**src/rtl/carfield_domain_clkdiv_ctrl_if.sv**
```systemverilog
// Request/response bundle between the SoC control registers and the
// per-domain clock-divider controller.
interface carfield_domain_clkdiv_ctrl_if #(
    parameter int unsigned DivWidth = 8
);
    logic                req_valid_i;
    logic                req_ready_o;
    logic [3:0]          req_domain_i;
    logic [DivWidth-1:0] req_div_i;
    logic                rsp_valid_o;
    logic                rsp_err_o;

    modport master (
        output req_valid_i,
        output req_domain_i,
        output req_div_i,
        input  req_ready_o,
        input  rsp_valid_o,
        input  rsp_err_o
    );

    modport slave (
        input  req_valid_i,
        input  req_domain_i,
        input  req_div_i,
        output req_ready_o,
        output rsp_valid_o,
        output rsp_err_o
    );
endinterface

```
**src/rtl/carfield_domain_clkdiv_ctrl.sv**
```systemverilog
// Runtime per-domain clock divider control: gate -> update -> ungate.
// Optional ack timeout enabled by defining CARFIELD_CLKDIV_TIMEOUT_EN.
module carfield_domain_clkdiv_ctrl #(
    parameter int unsigned NumDomains    = 6,
    parameter int unsigned DivWidth      = 8,
    parameter int unsigned DefaultDiv    = 1,
    parameter int unsigned GateCycles    = 4,
    parameter int unsigned TimeoutCycles = 255
) (
    input  logic                           clk_i,
    input  logic                           rst_ni,
    carfield_domain_clkdiv_ctrl_if.slave   req_if,
    output logic [NumDomains-1:0]          clk_en_o,
    output logic [NumDomains*DivWidth-1:0] div_value_o,
    output logic [NumDomains-1:0]          div_valid_o,
    input  logic [NumDomains-1:0]          div_ready_i
);

    localparam int unsigned CntW = $clog2(GateCycles + 1);
    localparam logic [CntW-1:0] GateLoad = CntW'(GateCycles - 1);
    localparam logic [DivWidth-1:0] DefDiv = DivWidth'(DefaultDiv);

    if (NumDomains < 1 || NumDomains > 16 || DefaultDiv == 0 ||
        GateCycles < 1 || TimeoutCycles < 1) begin : g_bad_cfg
        $error("carfield_domain_clkdiv_ctrl: illegal configuration");
    end

    typedef enum logic [2:0] {
        IDLE,
        GATE,
        UPDATE,
        SETTLE,
        RESP
    } state_e;

    state_e              state_q, state_d;
    logic [CntW-1:0]     cnt_q, cnt_d;
    logic [3:0]          dom_q, dom_d;
    logic [DivWidth-1:0] new_q, new_d;
    logic [DivWidth-1:0] old_q, old_d;
    logic                err_q, err_d;
    logic                ack_q, ack_d;
    logic [DivWidth-1:0] div_q [NumDomains];
    logic [DivWidth-1:0] div_d [NumDomains];

    logic [DivWidth-1:0] cur_div;
    logic                dom_ok;
    logic                rdy_sel;

`ifdef CARFIELD_CLKDIV_TIMEOUT_EN
    localparam int unsigned TmoW = $clog2(TimeoutCycles + 1);
    logic [TmoW-1:0] tmo_q, tmo_d;
`endif

    always_ff @(posedge clk_i or negedge rst_ni) begin
        if (!rst_ni) begin
            state_q <= IDLE;
        end else begin
            state_q <= state_d;
        end
    end

    always_ff @(posedge clk_i or negedge rst_ni) begin
        if (!rst_ni) begin
            cnt_q <= '0;
            dom_q <= '0;
            new_q <= DefDiv;
            old_q <= DefDiv;
            err_q <= 1'b0;
            ack_q <= 1'b0;
            for (int i = 0; i < NumDomains; i++) begin
                div_q[i] <= DefDiv;
            end
`ifdef CARFIELD_CLKDIV_TIMEOUT_EN
            tmo_q <= '0;
`endif
        end else begin
            cnt_q <= cnt_d;
            dom_q <= dom_d;
            new_q <= new_d;
            old_q <= old_d;
            err_q <= err_d;
            ack_q <= ack_d;
            for (int i = 0; i < NumDomains; i++) begin
                div_q[i] <= div_d[i];
            end
`ifdef CARFIELD_CLKDIV_TIMEOUT_EN
            tmo_q <= tmo_d;
`endif
        end
    end

    // Current value of the requested domain and ack of the active domain.
    always_comb begin
        cur_div = DefDiv;
        rdy_sel = 1'b0;
        dom_ok  = ({1'b0, req_if.req_domain_i} < 5'(NumDomains));
        for (int i = 0; i < NumDomains; i++) begin
            if (req_if.req_domain_i == 4'(i)) begin
                cur_div = div_q[i];
            end
            if (dom_q == 4'(i)) begin
                rdy_sel = div_ready_i[i];
            end
        end
    end

    always_comb begin
        state_d = state_q;
        cnt_d   = cnt_q;
        dom_d   = dom_q;
        new_d   = new_q;
        old_d   = old_q;
        err_d   = err_q;
        ack_d   = ack_q;
        div_d   = div_q;
`ifdef CARFIELD_CLKDIV_TIMEOUT_EN
        tmo_d   = tmo_q;
`endif
        unique case (state_q)
            IDLE: begin
                if (req_if.req_valid_i) begin
                    dom_d = req_if.req_domain_i;
                    new_d = req_if.req_div_i;
                    old_d = cur_div;
                    err_d = 1'b0;
                    if (!dom_ok || req_if.req_div_i == '0) begin
                        err_d   = 1'b1;
                        state_d = RESP;
                    end else if (req_if.req_div_i == cur_div) begin
                        state_d = RESP;
                    end else begin
                        cnt_d   = GateLoad;
                        state_d = GATE;
                    end
                end
            end
            GATE: begin
                if (cnt_q == '0) begin
                    ack_d = 1'b0;
                    for (int i = 0; i < NumDomains; i++) begin
                        if (dom_q == 4'(i)) begin
                            div_d[i] = new_q;
                        end
                    end
`ifdef CARFIELD_CLKDIV_TIMEOUT_EN
                    tmo_d = '0;
`endif
                    state_d = UPDATE;
                end else begin
                    cnt_d = cnt_q - 1'b1;
                end
            end
            UPDATE: begin
                if (ack_q) begin
                    cnt_d   = GateLoad;
                    state_d = SETTLE;
                end else if (rdy_sel) begin
                    ack_d = 1'b1;
                end
`ifdef CARFIELD_CLKDIV_TIMEOUT_EN
                // Divider never acked: restore the old ratio and report.
                else if (tmo_q == TmoW'(TimeoutCycles - 1)) begin
                    for (int i = 0; i < NumDomains; i++) begin
                        if (dom_q == 4'(i)) begin
                            div_d[i] = old_q;
                        end
                    end
                    err_d   = 1'b1;
                    cnt_d   = GateLoad;
                    state_d = SETTLE;
                end else begin
                    tmo_d = tmo_q + 1'b1;
                end
`endif
            end
            SETTLE: begin
                if (cnt_q == '0) begin
                    state_d = RESP;
                end else begin
                    cnt_d = cnt_q - 1'b1;
                end
            end
            RESP: begin
                state_d = IDLE;
            end
            default: begin
                state_d = IDLE;
            end
        endcase
    end

    always_comb begin
        req_if.req_ready_o = (state_q == IDLE);
        req_if.rsp_valid_o = (state_q == RESP);
        req_if.rsp_err_o   = (state_q == RESP) && err_q;
        clk_en_o           = '1;
        div_valid_o        = '0;
        div_value_o        = '0;
        for (int i = 0; i < NumDomains; i++) begin
            if (dom_q == 4'(i)) begin
                clk_en_o[i]    = !(state_q inside {GATE, UPDATE, SETTLE});
                div_valid_o[i] = (state_q == UPDATE) && !ack_q;
            end
            div_value_o[i*DivWidth +: DivWidth] = div_q[i];
        end
    end

endmodule

```
**src/flat_wrapper.sv**
```systemverilog
// flat-port wrapper written by rule: the top's interface ports become plain ports
module carfield_domain_clkdiv_ctrl_flat 
#(
    parameter int unsigned NumDomains    = 6,
    parameter int unsigned DivWidth      = 8,
    parameter int unsigned DefaultDiv    = 1,
    parameter int unsigned GateCycles    = 4,
    parameter int unsigned TimeoutCycles = 255
)
  (clk_i, rst_ni, clk_en_o, div_value_o, div_valid_o, div_ready_i, req_if_req_valid_i, req_if_req_domain_i, req_if_req_div_i, req_if_req_ready_o, req_if_rsp_valid_o, req_if_rsp_err_o);
  carfield_domain_clkdiv_ctrl_if #(.DivWidth(DivWidth)) req_if_i ();
  input  logic clk_i;
  input  logic rst_ni;
  output logic [NumDomains-1:0] clk_en_o;
  output logic [NumDomains*DivWidth-1:0] div_value_o;
  output logic [NumDomains-1:0] div_valid_o;
  input  logic [NumDomains-1:0] div_ready_i;
  input wire logic [$bits(req_if_i.req_valid_i)-1:0] req_if_req_valid_i;
  input wire logic [$bits(req_if_i.req_domain_i)-1:0] req_if_req_domain_i;
  input wire logic [$bits(req_if_i.req_div_i)-1:0] req_if_req_div_i;
  output wire logic [$bits(req_if_i.req_ready_o)-1:0] req_if_req_ready_o;
  output wire logic [$bits(req_if_i.rsp_valid_o)-1:0] req_if_rsp_valid_o;
  output wire logic [$bits(req_if_i.rsp_err_o)-1:0] req_if_rsp_err_o;
  assign req_if_i.req_valid_i = req_if_req_valid_i;
  assign req_if_i.req_domain_i = req_if_req_domain_i;
  assign req_if_i.req_div_i = req_if_req_div_i;
  assign req_if_req_ready_o = req_if_i.req_ready_o;
  assign req_if_rsp_valid_o = req_if_i.rsp_valid_o;
  assign req_if_rsp_err_o = req_if_i.rsp_err_o;
  carfield_domain_clkdiv_ctrl #(.NumDomains(NumDomains), .DivWidth(DivWidth), .DefaultDiv(DefaultDiv), .GateCycles(GateCycles), .TimeoutCycles(TimeoutCycles)) u_core (.clk_i(clk_i), .rst_ni(rst_ni), .req_if(req_if_i), .clk_en_o(clk_en_o), .div_value_o(div_value_o), .div_valid_o(div_valid_o), .div_ready_i(div_ready_i));
endmodule
```
**config.mk**
```make
export PLATFORM = sky130hd
export DESIGN_NAME = carfield_domain_clkdiv_ctrl_flat
export DESIGN_NICKNAME = d
export VERILOG_FILES = /design/src/rtl/carfield_domain_clkdiv_ctrl_if.sv /design/src/rtl/carfield_domain_clkdiv_ctrl.sv /design/src/flat_wrapper.sv
export SDC_FILE = /design/constraint.sdc
export NUM_CORES = 1
export LEC_CHECK = 0
export ABC_AREA = 1
export CAP_MARGIN = 20
export CORE_MARGIN = 4
export CORE_UTILIZATION = 40
export CTS_CLUSTER_SIZE = 40
export DETAILED_ROUTE_END_ITERATION = 10
export HOLD_SLACK_MARGIN = 0.12
export PLACE_DENSITY = 0.67
export SETUP_SLACK_MARGIN = 0.4
export SLEW_MARGIN = 0
export SYNTH_ARGS = -nofsm -noshare
export SYNTH_HDL_FRONTEND = slang
export SYNTH_SLANG_ARGS = --single-unit
```
**constraint.sdc**
```tcl
create_clock -name clk_i -period 2 [get_ports clk_i]
set_input_delay 0.2 -clock clk_i [delete_from_list [all_inputs] [get_ports clk_i]]
set_output_delay 0.2 -clock clk_i [all_outputs]
set_load 0.05 [all_outputs]
```
### Signal wires on met1, run 1

Scale bar: 20 um. Cells faint in the background.
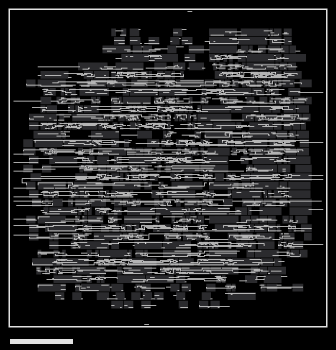
- main direction: horizontal
- nets with wire on the layer: 567
- share of all routed wire: 43%
- wire length on this layer: 5050 um
vias: 3668
final WL: 11740 um
met1 usage: 28.17%

### Met2 routing, run 1

Cells faint in the background.
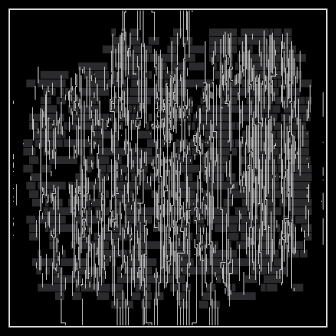
- wire length on this layer: 5880 um
- share of all routed wire: 50%
- main direction: vertical
- longest straight run: 56.8 um
- nets with wire on the layer: 531
met2 Resource Use GR: 36.61%

### Metal 3, run 1

Scale bar: 20 um. Cells faint in the background.
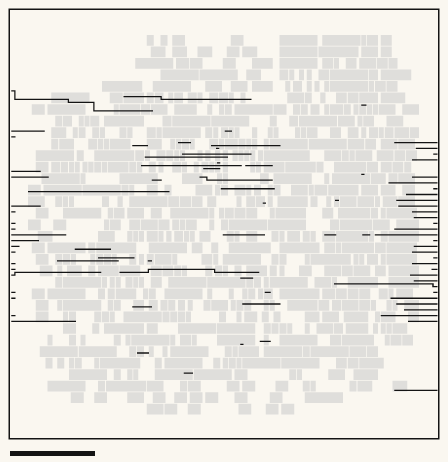
- share of all routed wire: 5.5%
- nets with wire on the layer: 76
- wire length on this layer: 640 um
- longest straight run: 33.1 um
- main direction: horizontal
met3 Use GR: 4.429%

[run 1: cell families after synthesis]
group                    count (synthesis)
AND/OR/NAND/NOR                        239
buffers and inverters                   67
adder cells (fa/ha/maj)                  2
flip-flops                              68
AND-OR/OR-AND                           74
[run 1: state kept, by name, summed over array words and instances, names as in the netlist]
| signal | count |
|---|---|
| u_core.new_q | 8 |
| u_core.dom_q | 4 |
| u_core.cnt_q | 3 |
| u_core.div_value_o | 48 |
| u_core.state_q | 3 |
| u_core.err_q | 1 |
| u_core.ack_q | 1 |
[run 1: timing repair]
item,in CTS,in global routing
endpoints found under the hold margin,61,0
pin swaps,14,13
setup endpoints to repair,115,84
gates cloned,1,4
hold buffers,1,0
resized,92,102
buffers inserted,23,19
[run 1: metal layers]
metal,global-route usage [%],share of wire (%),up-vias
met2,36.61,50,110
li1,-,-,1772
met5,0,0,-
met4,5.624,1.5,0
met3,4.429,5.4,19
met1,28.17,43,1767
[run 1: synth_stat cells]
cell | number | area, um^2
inv_2 | 2 | 7.510
and3_1 | 1 | 6.260
or2_1 | 6 | 37.54
nand2_1 | 140 | 525.5
nand3b_1 | 3 | 22.52
o21ai_0 | 62 | 310.3
nand3_1 | 42 | 210.2
a21oi_1 | 3 | 15.01
nor2_4 | 2 | 22.52
nand4_1 | 10 | 62.56
nor4_1 | 6 | 37.54
a21o_1 | 1 | 7.510
a211oi_1 | 1 | 7.510
nor2_1 | 20 | 75.07
inv_1 | 51 | 191.4
nor3_1 | 5 | 25.02
buf_6 | 2 | 22.52
o211ai_1 | 6 | 45.04
buf_4 | 2 | 15.01
clkbuf_1 | 9 | 33.78
o221ai_1 | 1 | 8.760
nor2_2 | 1 | 6.260
dfrtp_1 | 61 | 1526
nand2_4 | 1 | 11.26
ha_1 | 2 | 25.02
buf_2 | 1 | 5.000
dfstp_2 | 7 | 183.9
nand2_2 | 2 | 12.51
[run 1: power breakdown]
part / switching (mW) / internal, mW / leakage (nW)
clock network: 0.524 / 0.710 / 0.112
registers: 0.461 / 1.92 / 0.880
logic: 3.09 / 1.61 / 1.84
total: 4.07 / 4.24 / 2.83
[run 1: worst paths after layout]
check                                                    from                                 end  slack, ps  cells past startpoint
setup / recovery                  u_core.dom_q[0]$_DFFE_PN0P_                         clk_en_o[5]        140                      5
max in group asynchronous                              rst_ni         u_core.dom_q[3]$_DFFE_PN0P_       1100                      3
hold reg to reg            u_core.div_value_o[24]$_DFFE_PN1P_  u_core.div_value_o[24]$_DFFE_PN1P_        490                      2
setup reg to reg                u_core.state_q[1]$_DFFE_PN0P_         u_core.cnt_q[2]$_DFFE_PN0P_        310                     10
min in group clk_i                     req_if_req_domain_i[2]         u_core.dom_q[2]$_DFFE_PN0P_        410                      4
hold / removal                                         rst_ni  u_core.div_value_o[10]$_DFFE_PN0P_        390                      3
[run 1: area by class of cell]
cell class              count  share of cell area (%)
clock buffers              13                   3.159
flip-flops and latches     68                   30.29
inverters                  53                   3.579
repair buffers            154                   27.04
multi-input cells         315                   32.87
well taps                 105                   2.319
clock inverters             3                  0.7510
[run 1: critical path: cells and delay by family (launching register included)]
family,cells,cell delay [ps]
simple gates,2,420
buf+inv,3,500
flops,1,400
==> results.json, run 1 <==
{
  "maxSlewHeadroom_pct": 63.15,
  "status": "finished, final reports clean",
  "cp_data_arrival_time_ps": 1660,
  "track_usage_pct": 21.59,
  "yosys.area_share.aoi_pct": 11.39,
  "die_y_um": 101,
  "final-seq-area_um2": 1715,
  "fa_ha_area_share_pct": 0.7233,
  "rsz0062_at_grt": "yes",
  "vdd_drop_max_v": 0.0007879,
  "yosys_warnings": 0,
  "worstSetupPathType": "register to output port",
  "finalNonFillerCells": 711,
  "drive_gt1_share_pct": 31.68,
  "yosys.cell_types.count": 28,
  "cts_max_path_buffers": 2,
  "worstSetupEndpointType": "output port",
  "synth_xor_xnor_area_share_pct": 0,
  "fin_area_um2": 5664,
  "worst_pin_slew_ps": 552.8,
  "cts-root-buf": "clkbuf_8",
  "area_growth_pct": 63.73,
  "die_w_um": 101,
  "final_hold_viol_count": 0,
  "cellPowerDensity_nw_per_um2": 1468,
  "cts_buffers": 9,
  "ys_cells": 450,
  "ys_chip_area_um2": 3460,
  "worst_slack_ps": 136.5,
  "slew_violations": 0,
  "pin_count": 84,
  "synth_flop_count": 68,
  "grt_max_degree": 44,
  "crit_chain": "clkinvlp_4, nor4_4, buf_4, nand2_2, buf_6",
  "synth_seq_share_pct": 49.44,
  "viasPerCell": 5.159,
  "setup_viol": 0,
  "grt_antenna_before_repair": 0,
  "min_period_ps": 1864,
  "worst-path-max-fanout": 3,
  "cts_tree": "yes",
  "lay_top_count": "nand2_1",
  "clkTransAtPathRegs_ps": 80,
  "most-common-layout-cells": "116 x nand2_1, 57 x dfrtp_1, 51 x buf_4, 48 x o21ai_0",
  "fmax_mhz": 536.6,
  "grt_pass1_wl_um": 17340,
  "drtAntennaViolNets": 0,
  "drc": 0,
  "avgSynthCellArea_um2": 7.688,
  "cpPeakStageDelay_ps": 400,
  "fin_util_pct": 68.25,
  "dieArea_um2": 10200,
  "pre_cts_ws_ps": -337.0,
  "cp-start-kind": "register",
  "gp_congestion": 0.8700,
  "syn_nets": 473,
  "hpwl_um": 7707,
  "h-tree-depth": 3,
  "worst_ep_required_time_ps": 1800,
  "ys_sh_mux_pct": 0,
  "combGateArea_um2": 1862,
  "place_inst": 647
}
==> run 1 -> run 2 <==
--- a/config.mk
+++ b/config.mk
@@ -7,11 +7,12 @@
 export LEC_CHECK = 0
 export ABC_AREA = 1
 export CAP_MARGIN = 20
-export CORE_MARGIN = 4
+export CORE_MARGIN = 2
 export CORE_UTILIZATION = 40
 export CTS_CLUSTER_SIZE = 40
 export DETAILED_ROUTE_END_ITERATION = 10
 export HOLD_SLACK_MARGIN = 0.12
+export MAX_ROUTING_LAYER = met4
 export PLACE_DENSITY = 0.67
 export SETUP_SLACK_MARGIN = 0.4
 export SLEW_MARGIN = 0
### Signal wires on met1, run 2

Scale bar: 20 um. Cells faint in the background.
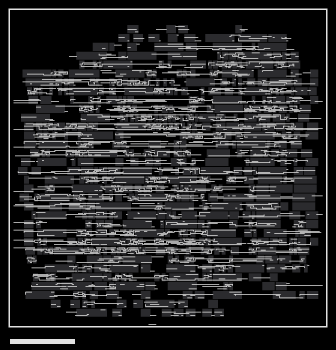
- nets with wire on the layer: 553
- main direction: horizontal
- share of all routed wire: 44%
final WL: 11030 um
vias: 3571

### Metal 3, run 2

Scale bar: 20 um. Cells faint in the background.
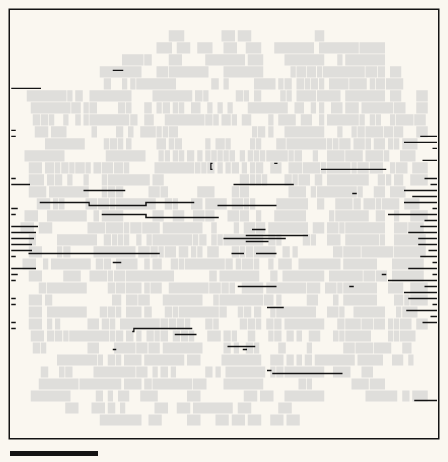
- longest straight run: 29.4 um
- nets with wire on the layer: 66
- share of all routed wire: 3.8%
- wire length on this layer: 420 um
met3 Use GR: 3.396%

==> results.json, run 2 <==
{
  "final_hold_viol_count": 0,
  "worst_ep_required_time_ps": 1800,
  "avgSynthCellArea_um2": 7.688,
  "grt_pass1_vias": 3482,
  "rows": 33,
  "largest_register_ffs": 48,
  "ys_chip_area_um2": 3460,
  "top_cell_area_share_pct": 44.12,
  "synth_async_sr_flop_share_pct": 100.0,
  "area_leaders": "dfrtp_1 44%, nand2_1 15%, o21ai_0 9.0%",
  "whs_endpoint": "u_core.dom_q[0]$_DFFE_PN0P_",
  "die_y_um": 97,
  "portBuffers": 83,
  "drt_iter0_markers": 188,
  "hpwl_um": 7455,
  "cp_data_arrival_time_ps": 1650,
  "cts-root-buf": "clkbuf_8",
  "cap_viol_max_count": 0,
  "syn_nets": 473,
  "r2r_end": "u_core.div_value_o[41]$_DFFE_PN0P_",
  "switchingPower_mw": 3.914,
  "pre_cts_ws_ps": -319.3,
  "p_leak_nw": 2.717,
  "drtAntennaViolNets": 0,
  "largest_area_cell": "dfrtp_1",
  "gp_congestion": 0.9177,
  "fin_util_pct": 64.78,
  "r2r-start": "u_core.dom_q[0]$_DFFE_PN0P_",
  "fp.coreArea_um2": 8299,
  "edf_count": 0,
  "fmax_mhz": 540.0,
  "placed_area_um2": 4669,
  "diodes": 0,
  "h-tree-depth": 3,
  "p_int_mw": 3.901,
  "drt-wirelength-per-cell_um": 15.78,
  "clock_skew_ps": 8.452,
  "grt_max_degree": 69,
  "maxSlewHeadroom_pct": 65.49,
  "ys_cells": 450,
  "cts_buffers": 9,
  "min_path_type": "input pin to register",
  "insertion_delay_ps": 350,
  "nFillCells": 713,
  "worstSetupPathType": "register to output port",
  "cp-start-kind": "register",
  "cts_max_path_buffers": 2,
  "syn_inst": 450,
  "drive_gt1_share_pct": 27.61,
  "grt_pass1_wl_um": 17040,
  "clockPowerShare_pct": 14.4,
  "rr_worst_depth": 9,
  "ff2ff_setup_slack_ps": 280,
  "worst-path-max-fanout": 7,
  "track_usage_pct": 23.20,
  "tool_warnings": 29,
  "worstSetupEndpointType": "output port",
  "dieArea_um2": 9409,
  "finalPower_mw": 7.815,
  "whs_path_depth": 4,
  "status": "finished, final reports clean",
  "pin_count": 84,
  "synth_area_um2": 3460,
  "yosys_warnings": 0,
  "most-common-layout-cells": "127 x nand2_1, 58 x o21ai_0, 57 x dfrtp_1, 49 x buf_4, 46 x inv_1",
  "worst_pin_slew_ps": 519.8,
  "top_cell": "nand2_1",
  "fp_util_pct": 41.69,
  "clkTransAtPathRegs_ps": 70,
  "grt_overflow": 0,
  "viasPerCell": 5.109,
  "swShare_pct": 50.08,
  "holdWs_ps": 290.2,
  "drtPass1Iterations": 4,
  "synth_flop_count": 68,
  "fin_crit_sh_pct": 92.59,
  "nets": 612,
  "vdd_drop_max_v": 0.0009367,
  "min_period_ps": 1852,
  "grt_antenna_before_repair": 0,
  "synth_seq_share_pct": 49.44,
  "worst_slack_ps": 148.2,
  "rsz0062_at_grt": "yes",
  "lay_top_count": "nand2_1",
  "slew_violations": 0,
  "pwr-share-comb_pct": 55.1,
  "drc": 0,
  "worstHoldStart": "req_if_req_domain_i[0]",
  "die_w_um": 97,
  "cellPowerDensity_nw_per_um2": 1454,
  "area_growth_pct": 55.41,
  "ys_top_cells_by_count": "140 x nand2_1, 62 x o21ai_0, 61 x dfrtp_1",
  "cts_tree": "yes",
  "ff_type": "dfrtp_1",
  "setup_viol": 0,
  "yosys.cell_types.count": 28,
  "fin_area_um2": 5376,
  "p_seq_share_pct": 30.5,
  "clock_sinks": 68
}
### Met2 routing, run 2

Cells faint in the background.
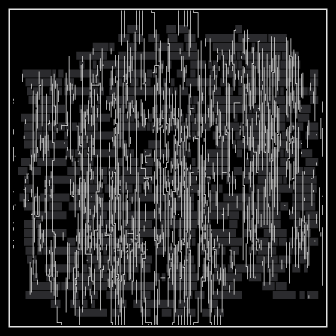
- longest straight run: 73.8 um
- share of all routed wire: 51%
- wire length on this layer: 5590 um
- main direction: vertical
- nets with wire on the layer: 511
met2 Resource Use GR: 38.35%

run 2: worst max-delay path, stage by stage, from the launching register on:
cell	delay (ps)
dfrtp_1	420
inv_2	80
nor3_4	240
nand2_4	170
nor4_4	220
buf_12	180
run 2: worst max path at each step:
| stage | from | to | slack, ps | cells after the start |
|---|---|---|---|---|
| 2_1_floorplan | u_core.state_q[1]$_DFFE_PN0P_ | div_valid_o[0] | 290 | 4 |
| 3_3_place_gp | req_if_req_domain_i[1] | u_core.cnt_q[1]$_DFFE_PN0P_ | -240 | 19 |
| 3_5_place_dp | req_if_req_domain_i[1] | u_core.cnt_q[2]$_DFFE_PN0P_ | -320 | 18 |
| 4_1_cts | u_core.dom_q[0]$_DFFE_PN0P_ | div_valid_o[1] | 190 | 4 |
| 5_1_grt | u_core.state_q[1]$_DFFE_PN0P_ | div_valid_o[0] | 70 | 5 |
| 6_report | u_core.state_q[1]$_DFFE_PN0P_ | div_valid_o[0] | 150 | 5 |
run 2: layout make-up:
class | instances | area [um^2] | share of cell area, %
Clock buffer | 9 | 123.9 | 2.304
Clock inverter | 7 | 67.56 | 1.257
Inverter | 53 | 202.7 | 3.770
Multi-Input combinational cell | 315 | 1759 | 32.72
Sequential cell | 68 | 1715 | 31.91
Tap cell | 105 | 131.4 | 2.444
Timing Repair Buffer | 142 | 1376 | 25.60
run 2: timing repair:
item | CTS | global route
setup endpoints to repair | 115 | 84
hold endpoints to repair | 61 | 0
gates resized | 95 | 47
buffers inserted | 21 | 14
gates cloned | 1 | 1
hold buffers | 1 | 0
pin swaps | 19 | 13
run 2: kinds of logic (layout without fill, tap and decap cells):
kind of cell | count (synthesis) | after routing | share of synthesized area [%]
simple gates | 239 | 239 | 30.49
buf+inv | 67 | 211 | 7.956
fa+ha+maj | 2 | 2 | 0.7232
flops | 68 | 68 | 49.44
compound gates | 74 | 74 | 11.39
run 2: power by group through the flow:
stage,clock network (mW),logic (mW),registers [mW]
after floorplan,0,1.44,3.39
after global placement,0,3.70,2.39
after detailed placement,0,3.75,2.40
after CTS,1.12,3.90,2.36
after global routing,1.20,4.61,2.45
final,1.12,4.31,2.39
run 2: through the flow:
step,cells,setup TNS [ps]
finish,699,0
global route,699,0
CTS,684,0
detailed placement,645,-1483
global placement,645,-1158
floorplan,450,0
run 2: per-layer routing:
metal / track usage [%] / share of wire, %
met5: - / 0
met4: 8.126 / 1.9
met3: 3.396 / 3.8
met2: 38.35 / 51
met1: 29.22 / 44
==> run 2 -> run 3 <==
--- a/config.mk
+++ b/config.mk
@@ -5,7 +5,6 @@
 export SDC_FILE = /design/constraint.sdc
 export NUM_CORES = 1
 export LEC_CHECK = 0
-export ABC_AREA = 1
 export CAP_MARGIN = 20
 export CORE_MARGIN = 2
 export CORE_UTILIZATION = 40
@@ -15,7 +14,7 @@
 export MAX_ROUTING_LAYER = met4
 export PLACE_DENSITY = 0.67
 export SETUP_SLACK_MARGIN = 0.4
-export SLEW_MARGIN = 0
+export SLEW_MARGIN = 20
 export SYNTH_ARGS = -nofsm -noshare
 export SYNTH_HDL_FRONTEND = slang
 export SYNTH_SLANG_ARGS = --single-unit
### Met2 routing, run 3

Cells faint in the background.
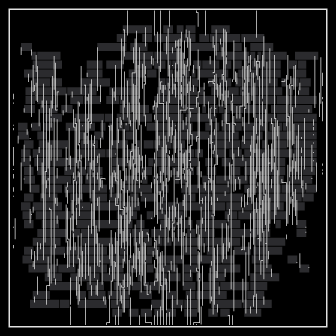
- share of all routed wire: 49%
- nets with wire on the layer: 417
- wire length on this layer: 5110 um
- main direction: vertical
final WL: 10500 um
met2 Resource Use GR: 36.54%

### Signal wires on met1, run 3

Scale bar: 20 um. Cells faint in the background.
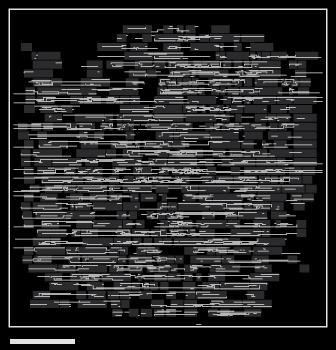
- main direction: horizontal
- longest straight run: 62.1 um
vias: 2891
met1 usage: 30.91%

==> results.json, run 3 <==
{
  "yosys.cell_types.count": 49,
  "top_cell_area_share_pct": 44.11,
  "clock_skew_ps": 12.31,
  "switchingPower_mw": 3.716,
  "cts_buffers": 9,
  "vdd_drop_max_v": 0.0009145,
  "synth_seq_share_pct": 49.42,
  "worst-path-max-fanout": 5,
  "worstSetupPathType": "register to register",
  "fin_util_pct": 68.05,
  "final_hold_viol_count": 0,
  "gp_congestion": 0.8387,
  "hpwl_um": 6934,
  "portBuffers": 83,
  "drt-wirelength-per-cell_um": 19.56,
  "clockPowerShare_pct": 12.9,
  "slew_violations": 0,
  "p_leak_nw": 2.745,
  "finalNonFillerCells": 537,
  "largest_area_cell": "dfrtp_1",
  "grt_pass1_wl_um": 16700,
  "edf_count": 0,
  "cap_viol_max_count": 0,
  "fp_util_pct": 41.70,
  "pin_count": 84,
  "setup_viol": 1,
  "cp-start-kind": "register",
  "synth_area_um2": 3461,
  "cts-root-buf": "clkbuf_8",
  "ys_cells": 290,
  "fin_crit_sh_pct": 100.2,
  "diodes": 0,
  "cts_tree": "yes",
  "most-common-layout-cells": "54 x dfrtp_1, 48 x mux2_4, 46 x dlygate4sd2_1, 45 x buf_4, 19 x buf_12",
  "nFillCells": 601,
  "cp_data_arrival_time_ps": 2230,
  "drc": 0,
  "drive_gt1_share_pct": 49.77,
  "cellPowerDensity_nw_per_um2": 1413,
  "fp.coreArea_um2": 8299,
  "ff_type": "dfrtp_1",
  "p_int_mw": 4.266,
  "die_w_um": 97.02,
  "clock_sinks": 68,
  "p_seq_share_pct": 33.3,
  "grt_antenna_before_repair": 0,
  "worstSetupEndpointType": "register",
  "yosys_warnings": 0,
  "worst_pin_slew_ps": 527.7,
  "nets": 450,
  "worst_ep_required_time_ps": 2230,
  "grt_max_degree": 68,
  "worst_slack_ps": -3.265,
  "clkTransAtPathRegs_ps": 80,
  "largest_register_ffs": 48,
  "drtPass1Iterations": 4,
  "cts_max_path_buffers": 2,
  "drt_iter0_markers": 127,
  "syn_nets": 313,
  "h-tree-depth": 3,
  "holdWs_ps": 175.2,
  "grt_pass1_vias": 3055,
  "place_inst": 502,
  "grt_overflow": 0,
  "ys_chip_area_um2": 3461,
  "fmax_mhz": 499.2,
  "synth_flop_count": 68,
  "drtAntennaViolNets": 0,
  "dieArea_um2": 9412,
  "insertion_delay_ps": 340,
  "tns_ps": -3.265,
  "track_usage_pct": 23.20,
  "area_growth_pct": 63.20,
  "swShare_pct": 46.56,
  "area_leaders": "dfrtp_1 44%, mux2_2 20%, dfstp_2 5.3%",
  "die_y_um": 97.02,
  "finalPower_mw": 7.982,
  "avgSynthCellArea_um2": 11.93,
  "syn_inst": 290,
  "maxSlewHeadroom_pct": 64.96,
  "min_path_type": "input pin to async pin",
  "lay_top_count": "dfrtp_1",
  "min_period_ps": 2003,
  "tool_warnings": 29,
  "ys_top_cells_by_count": "61 x dfrtp_1, 61 x mux2_2, 19 x nand2_1",
  "pwr-share-comb_pct": 53.8,
  "violations": "setup timing",
  "viasPerCell": 5.384,
  "rsz0062_at_grt": "yes",
  "rows": 33,
  "synth_async_sr_flop_share_pct": 100.0,
  "status": "complete, but fails checks"
}
### Metal 3, run 3

Scale bar: 20 um. Cells faint in the background.
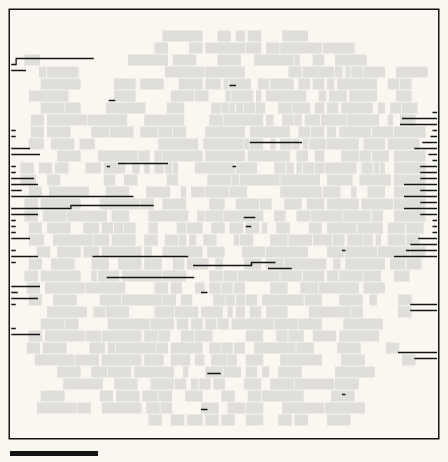
- nets with wire on the layer: 65
- share of all routed wire: 3.5%
- main direction: horizontal
met3 Use GR: 3.468%

## run 3: cell types whose count changed after synthesis, moves of 13 or more
cell     change
nand2_1    -121
o21ai_0     -54
mux2i_1     +13
mux2_2      +61
inv_1       -44
nand3_1     -36
## run 3: path summary, 6_finish.rpt
path / end / slack, ps / cells after the start / startpoint
max in group asynchronous: u_core.div_value_o[16]$_DFFE_PN1P_ / 1250 / 3 / rst_ni
max reg2reg: u_core.cnt_q[0]$_DFFE_PN0P_ / -3 / 7 / u_core.div_value_o[6]$_DFFE_PN0P_
min: u_core.div_value_o[19]$_DFFE_PN0P_ / 180 / 2 / rst_ni
max: u_core.cnt_q[0]$_DFFE_PN0P_ / -3 / 7 / u_core.div_value_o[6]$_DFFE_PN0P_
min in group clk_i: u_core.dom_q[3]$_DFFE_PN0P_ / 480 / 3 / req_if_req_domain_i[3]
min reg2reg: u_core.err_q$_DFFE_PN0P_ / 520 / 2 / u_core.err_q$_DFFE_PN0P_
## run 3: repair_timing
item,CTS,global route
hold buffers,1,0
setup buffers,14,3
pin swaps,8,8
gates cloned,1,0
endpoints found under the hold margin,61,0
resized,165,12
setup endpoints to repair,126,81
## run 3: area by class of cell
class	count	area [um^2]	share of cell area, %
multi-input cells	201	2161	38.26
flip-flops and latches	68	1719	30.44
repair buffers	140	1430	25.32
clock buffers	12	155.1	2.747
well taps	105	131.4	2.326
inverters	7	26.28	0.4652
clock inverters	4	25.02	0.4431
## run 3: layer usage
| metal | track usage [%] | part of all wire, % |
|---|---|---|
| met5 | - | 0 |
| met4 | 7.801 | 1.8 |
| met3 | 3.468 | 3.5 |
| met2 | 36.54 | 49 |
| met1 | 30.91 | 46 |
## run 3: power by group through the flow
stage | registers [mW] | clock network, mW | logic (mW)
global route | 2.74 | 1.12 | 4.50
floorplan | 3.51 | 0 | 1.41
CTS | 2.62 | 1.04 | 4.23
finish | 2.66 | 1.03 | 4.30
global placement | 2.56 | 0 | 3.73
detailed placement | 2.58 | 0 | 3.79
## run 3: critical path: stages, from the launching register on
cell       delay [ps]
dfrtp_2           370
or3b_4            390
a211oi_4          260
o22ai_2            90
xnor2_1           140
a2111oi_2         230
and4_4            320
a31oi_1            90
## run 3: cells by family after synthesis
| logic type | share of synthesized area [%] |
|---|---|
| mux | 24.58 |
| simple gates | 11.71 |
| flops | 49.42 |
| compound gates | 8.099 |
| buf+inv | 3.182 |
| xor+xnor | 2.277 |
| fa+ha+maj | 0.7230 |
## run 3: metrics by stage
stage	worst slack, ps	instance area [um^2]
after CTS	-12.47	5592
final	-3.265	5648
after detailed placement	-534.4	4890
after global routing	-101.0	5648
after floorplan	-28.89	3575
after global placement	-443.8	4890

==> layout pictures side by side <==
Register map, names as in the netlist.
Other sequential cells in the stronger gray, the rest of the logic in the fainter gray.
panel A
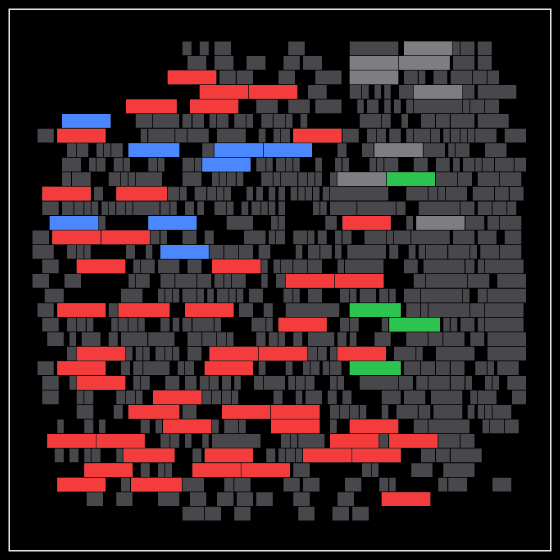
panel B
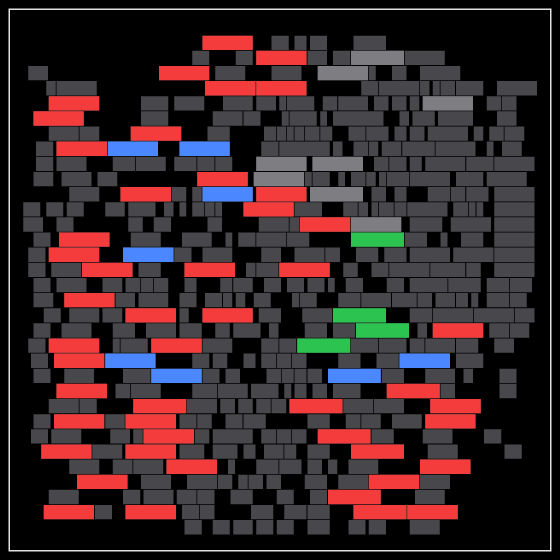
- most cells: panel A
Panel B is run 3.
Panel A is run 1.

Key to panel B:
- u_core.new_q: blue (placed flops 8)
- u_core.div_value_o: red (placed flops 48; where spread over the die)
- u_core.dom_q: green (placed flops 4)
- not colored: 8

No activity file was given, so power comes from the tool's default toggle rates.
